==> images/sizing.png <==
Scale: 3 px per µm.
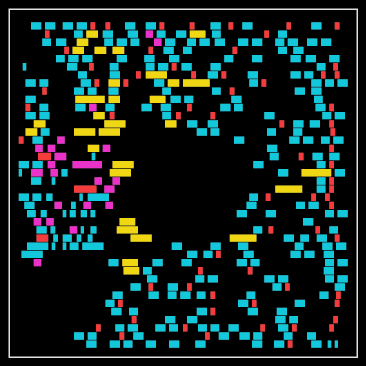
==> images/layers.png <==
Scale: 3 px per µm. Two of the layers only.
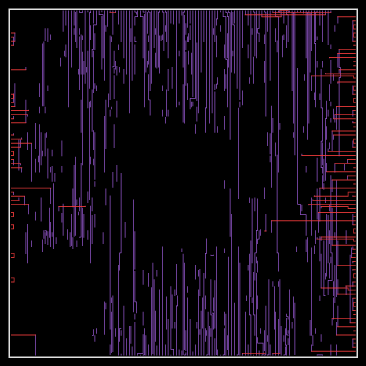
==> images/route_heat.png <==
Scale: 2 px per µm. 23 x 23 tiles, from dark purple (low) to yellow (high), scaled to the fullest tile. Values are wire area over tile area, all layers added.
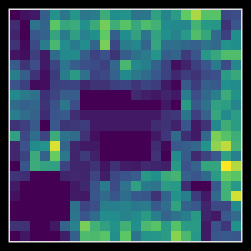
==> images/placed.png <==
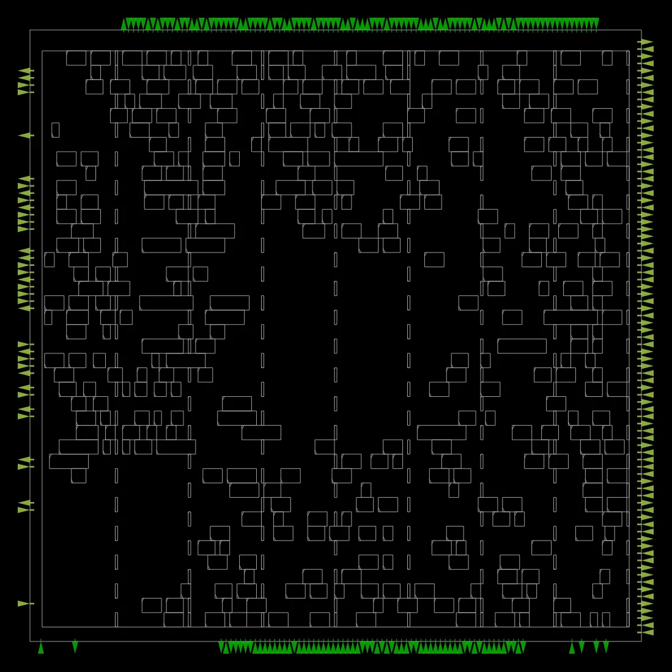
==> images/gates.png <==
Scale: 3 px per µm.
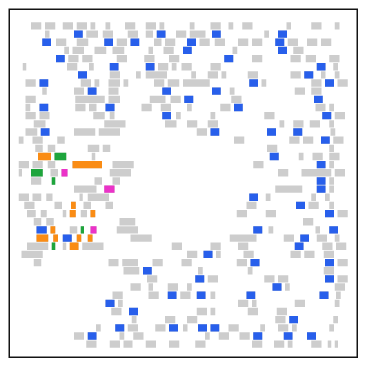
## config.mk

```make
export PLATFORM = sky130hd
export DESIGN_NAME = amm_arbiter
export DESIGN_NICKNAME = d
export VERILOG_FILES = /design/src/rtl/amm_arb_pkg.sv /design/src/rtl/amm_rr_pick.sv /design/src/rtl/amm_arbiter.sv
export SDC_FILE = /design/constraint.sdc
export NUM_CORES = 1
export LEC_CHECK = 0
export CAP_MARGIN = 10
export CELL_PAD_IN_SITES_DETAIL_PLACEMENT = 1
export CELL_PAD_IN_SITES_GLOBAL_PLACEMENT = 1
export CORE_MARGIN = 2
export CORE_UTILIZATION = 10
export CTS_BUF_LIST = sky130_fd_sc_hd__clkbuf_4
export DETAILED_ROUTE_END_ITERATION = 7
export PLACE_DENSITY_LB_ADDON = 0.1
export SYNTH_ARGS = -nofsm -noshare
export SYNTH_HDL_FRONTEND = slang
export SYNTH_SLANG_ARGS = --single-unit
```

## constraint.sdc

```tcl
create_clock -name clk -period 1.63 [get_ports clk]
set_input_delay 0.326 -clock clk [delete_from_list [all_inputs] [get_ports clk]]
set_output_delay 0.326 -clock clk [all_outputs]
set_load 0.005 [all_outputs]
```

## src/rtl/amm_arb_pkg.sv

```systemverilog
// Shared types and constants for the Avalon-MM round-robin arbiter.
package amm_arb_pkg;

  localparam int AMM_AW  = 32;
  localparam int AMM_DW  = 32;
  localparam int AMM_BEW = 4;

  localparam logic [AMM_DW-1:0] AMM_ERR_DATA = 32'hDEAD_BEEF;

  typedef enum logic {IDLE, BUSY} arb_state_t;

endpackage

```

## src/rtl/amm_rr_pick.sv

```systemverilog
// Combinational round-robin picker: first requesting index after 'last', scanning cyclically.
module amm_rr_pick
  import amm_arb_pkg::*;
#(
  parameter int N  = 2,
  parameter int LW = 1
) (
  input  logic [N-1:0]  req,
  input  logic [LW-1:0] last,
  output logic [N-1:0]  win,
  output logic          valid
);

  logic found;

  always_comb begin
    win   = '0;
    found = 1'b0;
    for (int i = 1; i <= N; i++) begin
      for (int k = 0; k < N; k++) begin
        if (!found && req[k] && (k == (int'(last) + i) % N)) begin
          win[k] = 1'b1;
          found  = 1'b1;
        end
      end
    end
  end

  assign valid = |req;

endmodule

```

## src/rtl/amm_arbiter.sv

```systemverilog
// N-to-1 Avalon-MM arbiter, round-robin, grant held until the downstream handshake completes.
//   state | meaning
//   IDLE  | no owner; arbitrate among live requests this cycle
//   BUSY  | grant registered; requester W drives the downstream port
module amm_arbiter
  import amm_arb_pkg::*;
#(
  parameter int                N          = 2,
  parameter int                P_TIMEOUT  = 0,
  parameter logic [AMM_DW-1:0] P_ERR_DATA = AMM_ERR_DATA
) (
  input  logic                  clk,
  input  logic                  reset,
  input  logic [N*AMM_AW-1:0]   s_address,
  input  logic [N*AMM_DW-1:0]   s_writedata,
  input  logic [N*AMM_BEW-1:0]  s_byteenable,
  input  logic [N-1:0]          s_read,
  input  logic [N-1:0]          s_write,
  output logic [N-1:0]          s_waitrequest,
  output logic [AMM_DW-1:0]     s_readdata,
  output logic [AMM_AW-1:0]     m_address,
  output logic [AMM_DW-1:0]     m_writedata,
  output logic [AMM_BEW-1:0]    m_byteenable,
  output logic                  m_read,
  output logic                  m_write,
  input  logic                  m_waitrequest,
  input  logic [AMM_DW-1:0]     m_readdata,
  output logic [N-1:0]          grant,
  output logic                  timeout,
  output logic [2:0]            timeout_id,
  input  logic                  timeout_clr
);

  localparam int LW = (N > 1) ? $clog2(N) : 1;
  localparam int CW = (P_TIMEOUT > 0) ? $clog2(P_TIMEOUT + 1) : 1;

  arb_state_t    state;
  logic [LW-1:0] last;
  logic [LW-1:0] gnt_idx;
  logic [LW-1:0] pick_idx;
  logic [N-1:0]  req;
  logic [N-1:0]  pick_win;
  logic          pick_valid;
  logic          sel_read;
  logic          sel_write;
  logic          active;
  logic          wd_fire;
  logic [CW-1:0] wait_cnt;

  assign req = s_read | s_write;

  amm_rr_pick #(.N(N), .LW(LW)) u_pick (
    .req   (req),
    .last  (last),
    .win   (pick_win),
    .valid (pick_valid)
  );

  always_comb begin
    pick_idx = '0;
    for (int k = 0; k < N; k++) begin
      if (pick_win[k]) pick_idx = LW'(k);
    end
  end

  // Grant is zero in IDLE, so the mux naturally parks the downstream port with strobes low.
  always_comb begin
    m_address    = '0;
    m_writedata  = '0;
    m_byteenable = '0;
    sel_read     = 1'b0;
    sel_write    = 1'b0;
    for (int k = 0; k < N; k++) begin
      if (grant[k]) begin
        m_address    = s_address[k*AMM_AW +: AMM_AW];
        m_writedata  = s_writedata[k*AMM_DW +: AMM_DW];
        m_byteenable = s_byteenable[k*AMM_BEW +: AMM_BEW];
        sel_read     = s_read[k];
        sel_write    = s_write[k];
      end
    end
  end

  // Read wins when a requester raises both strobes.
  assign m_read  = sel_read;
  assign m_write = sel_write & ~sel_read;
  assign active  = sel_read | sel_write;

  assign wd_fire = (P_TIMEOUT > 0) && (state == BUSY) && active && m_waitrequest
                   && (wait_cnt == CW'(P_TIMEOUT));

  assign s_waitrequest = ~grant | {N{m_waitrequest & ~wd_fire}};
  assign s_readdata    = wd_fire ? P_ERR_DATA : m_readdata;

  always_ff @(posedge clk) begin
    if (reset) begin
      state      <= IDLE;
      grant      <= '0;
      gnt_idx    <= '0;
      last       <= LW'(N - 1);
      wait_cnt   <= '0;
      timeout    <= 1'b0;
      timeout_id <= '0;
    end else begin
      if (wd_fire) begin
        timeout    <= 1'b1;
        timeout_id <= 3'(gnt_idx);
      end else if (timeout_clr) begin
        timeout <= 1'b0;
      end

      case (state)
        IDLE: begin
          wait_cnt <= '0;
          if (pick_valid) begin
            grant   <= pick_win;
            gnt_idx <= pick_idx;
            state   <= BUSY;
          end
        end
        BUSY: begin
          if (!active) begin
            grant <= '0;
            state <= IDLE;
          end else if (!m_waitrequest || wd_fire) begin
            grant <= '0;
            last  <= gnt_idx;
            state <= IDLE;
          end else if (P_TIMEOUT > 0) begin
            wait_cnt <= wait_cnt + 1'b1;
          end
        end
        default: begin
          grant <= '0;
          state <= IDLE;
        end
      endcase
    end
  end

endmodule

```

==> impl_metrics.xml <==
<?xml version="1.0" encoding="UTF-8"?>
<metrics>
  <group name="run_status">
    <metric name="run_status" unit="">complete, but fails checks</metric>
    <metric name="failing_checks" unit="">negative setup slack</metric>
  </group>
  <group name="power">
    <metric name="switching_power" unit="mW">0.413</metric>
    <metric name="vdd_drop_max" unit="mV">0.237</metric>
    <metric name="p_leak" unit="nW">1.62</metric>
    <metric name="cellInternalPower" unit="mW">0.977</metric>
    <metric name="p_seq_share" unit="%">10.0</metric>
    <metric name="power.switching_fraction" unit="%">29.7</metric>
    <metric name="total_power" unit="mW">1.39</metric>
    <metric name="power.combinational.fraction" unit="%">78.5</metric>
  </group>
  <group name="worst_setup_path">
    <metric name="crit_path_start" unit="">grant[1]</metric>
    <metric name="worst-setup-path-type" unit="">reg2out</metric>
    <metric name="critPathArrivalTime" unit="ns">1.53</metric>
    <metric name="worst_setup_path_endpoint" unit="">m_address[28]</metric>
    <metric name="critical_path.startpoint_type" unit="">flip-flop</metric>
    <metric name="cp_max_fo" unit="">5</metric>
    <metric name="crit_path_end_kind" unit="">primary output</metric>
    <metric name="critPathRequiredTime" unit="ns">1.30</metric>
    <metric name="rr_endpoint" unit="">last</metric>
    <metric name="critical_path.reg2reg.startpoint" unit="">grant[1]</metric>
  </group>
  <group name="floorplan">
    <metric name="dieHeight" unit="µm">115</metric>
    <metric name="row_count" unit="">40</metric>
    <metric name="die_area" unit="µm²">13300</metric>
    <metric name="pin_count" unit="">286</metric>
  </group>
  <group name="final_layout">
    <metric name="post_route_cells_drive_above_1_share" unit="%">33.8</metric>
    <metric name="lay_top_count" unit="">clkdlybuf4s50_1</metric>
    <metric name="final_layout_top_logic_cells" unit="">clkdlybuf4s50_1, a22o_1, buf_2</metric>
    <metric name="fin_area" unit="µm²">3590</metric>
    <metric name="total_inserted_antenna_cells" unit="">0</metric>
    <metric name="syn_to_final_growth" unit="%">189</metric>
  </group>
  <group name="yosys">
    <metric name="synthAdderAreaFrac" unit="%">0</metric>
    <metric name="synthesis.yosys.warnings" unit="">0</metric>
    <metric name="distinct_lib_cells_used" unit="">25</metric>
    <metric name="mux_area_share" unit="%">0</metric>
    <metric name="synthesis.instances" unit="">155</metric>
    <metric name="synth-simple-area-share" unit="%">5.84</metric>
    <metric name="post_synthesis_area_per_instance" unit="µm²">8.02</metric>
    <metric name="synth.cellmix.compoundShare" unit="%">57.5</metric>
    <metric name="ys_top_logic_family" unit="">AND-OR/OR-AND gates</metric>
    <metric name="mappedNetlistArea" unit="µm²">1240</metric>
    <metric name="synth.cellmix.xorXnorShare" unit="%">0</metric>
    <metric name="numSynthFlops" unit="">5</metric>
    <metric name="total_cells_reported_by_yosys_after_synthesis" unit="">155</metric>
    <metric name="ys_chip_area" unit="µm²">1240</metric>
  </group>
  <group name="global_route">
    <metric name="grt_antenna_before_repair" unit="">0</metric>
    <metric name="first_global_vias" unit="">2054</metric>
    <metric name="grt_remaining_overflow" unit="">0</metric>
    <metric name="grt_most_used_layer" unit="">met2</metric>
    <metric name="globalRouteMet3Util" unit="%">2.04</metric>
    <metric name="grt_util_met2" unit="%">23.3</metric>
    <metric name="grt_pass1_wl" unit="µm">12200</metric>
    <metric name="grt_max_degree" unit="">46</metric>
  </group>
  <group name="final_timing">
    <metric name="setup_slack" unit="ns">-0.228</metric>
    <metric name="finalSetupViolations" unit="">69</metric>
    <metric name="drv_slew" unit="">0</metric>
    <metric name="finalClockSkew" unit="ns">0.00179</metric>
    <metric name="post-route-period-util" unit="%">114</metric>
    <metric name="rsz0062_at_grt" unit="">true</metric>
  </group>
  <group name="flow_run">
    <metric name="max-cap-violations" unit="">0</metric>
    <metric name="warnings" unit="">29</metric>
  </group>
  <group name="worst_hold_path">
    <metric name="hold_path_depth" unit="">2</metric>
    <metric name="whs_endpoint" unit="">gnt_idx</metric>
    <metric name="worstHoldStart" unit="">gnt_idx</metric>
    <metric name="worst_hold_path_type" unit="">reg2reg</metric>
  </group>
  <group name="drt">
    <metric name="met2_wirelength" unit="µm">5280</metric>
    <metric name="detailedRoute.firstIterationViolations" unit="">39</metric>
    <metric name="drt-vias-per-instance" unit="">3.92</metric>
    <metric name="wl_met3" unit="µm">570</metric>
    <metric name="first_pass_iters" unit="">4</metric>
    <metric name="detail_route.wirelength.met1" unit="µm">3550</metric>
    <metric name="dr.max_layer_used" unit="">met4</metric>
    <metric name="drt.antenna.violating_nets" unit="">0</metric>
  </group>
  <group name="cts">
    <metric name="tritoncts.num_buffers" unit="">3</metric>
    <metric name="postCtsSetupRepairBufs" unit="">24</metric>
    <metric name="clock_tree.buffer_depth" unit="">2</metric>
    <metric name="numClockSinks" unit="">5</metric>
    <metric name="insertion_delay" unit="ns">0.24</metric>
    <metric name="reg_clk_slew_reported_paths" unit="ns">0.05</metric>
    <metric name="clock_tree_from_tritoncts" unit="">built</metric>
  </group>
  <group name="placed_design">
    <metric name="placer_s_final_routability_congestion_estimate" unit="">0.754</metric>
    <metric name="dp_hpwl" unit="µm">6970</metric>
    <metric name="placed_cell_area" unit="µm²">3430</metric>
  </group>
</metrics>
About sizing.png:
- x1 and smaller: cyan (cells 245; share 66%)
- x6 and larger: yellow (cells 31; share 8.4%)
- x2: red (cells 72; share 19%)
- x3 and x4: magenta (cells 22; share 5.9%)

About layers.png:
- M3: red (wire length 571 µm)
- M2: purple (wire length 5280 µm)
Vias: 2108
Tot GR Track Use: 11.9%
final wirelength: 9510 µm
WL/cell: 17.7 µm

About route_heat.png:
- fullest tile: 0.37
- emptiest ninth of the die: centre
- tiles over half the peak: 21%
- mean over tiles: 0.11
- nearly empty tiles: 13%

About placed.png:
Final Core Density: 29.7%
area of the core: 12100 µm²
FFs & Latches: 5

About gates.png:
- aoi and oai cells: orange (cells 11)
- non-inverting ao/oa cells: blue (cells 71; where widely spread)
- and/or cells: magenta (cells 3)
- nor cells: green (cells 5; where west)

worst max-delay path: stages (launching register included):
cell and delay (ns):
dfxtp_2 0.31, and2b_4 0.21, buf_12 0.14, buf_12 0.12, buf_6 0.11, buf_6 0.10, a22o_1 0.17, buf_2 0.13
per-stage QoR:
step,hold slack [ns],setup WS [ns],util (%),TNS (ns),std cells
floorplan,0.395,0.164,-,0,158
finish,0.499,-0.228,29.7,-7.28,538
detailed placement,0.486,-0.329,28.5,-13.43,505
global placement,0.474,-0.297,28.5,-13.17,505
global route,0.531,-0.289,29.7,-11.09,538
CTS,0.494,-0.280,29.8,-11.94,536
power groups by stage:
stage,logic (mW),registers [mW],clock network (mW)
CTS,1.11,0.139,0.167
detailed placement,1.02,0.141,0
finish,1.09,0.139,0.160
floorplan,0.341,0.141,0
global placement,1.01,0.141,0
global route,1.17,0.140,0.174
cells in the mapped netlist:
library cell   n  area, µm²
a21oi_1        5       25.0
a22o_1        69        604
nand2b_1       2       12.5
conb_1         1       3.75
clkbuf_1       2       7.51
o21ai_0        1       5.00
dfxtp_1        5        100
buf_1          5       18.8
o2bb2ai_4      1       27.5
a311oi_1       1       8.76
nand2_1        2       7.51
nor2_4         1       11.3
a311o_1        1       10.0
a211o_1        1       8.76
or2_1          1       6.26
buf_2          8       40.0
or3_1          1       6.26
inv_1          2       7.51
buf_4         37        278
nand4_1        1       6.26
and2b_1        1       7.51
a22oi_1        1       7.51
nor2_1         4       15.0
a21boi_2       1       11.3
o22ai_1        1       6.26
registers in the layout, summed over array words and instances (netlist names):
signal,flops
state,1
last,1
grant,2
gnt_idx,1
cell type report:
type / count / area, µm²
clock buffers: 4 / 30.0
inverters: 2 / 7.51
multi-input cells: 99 / 817
well taps: 168 / 210
fillers: 1437 / 8480
repair buffers: 260 / 2420
flip-flops and latches: 5 / 101
Power and IR drop assume default switching activity.
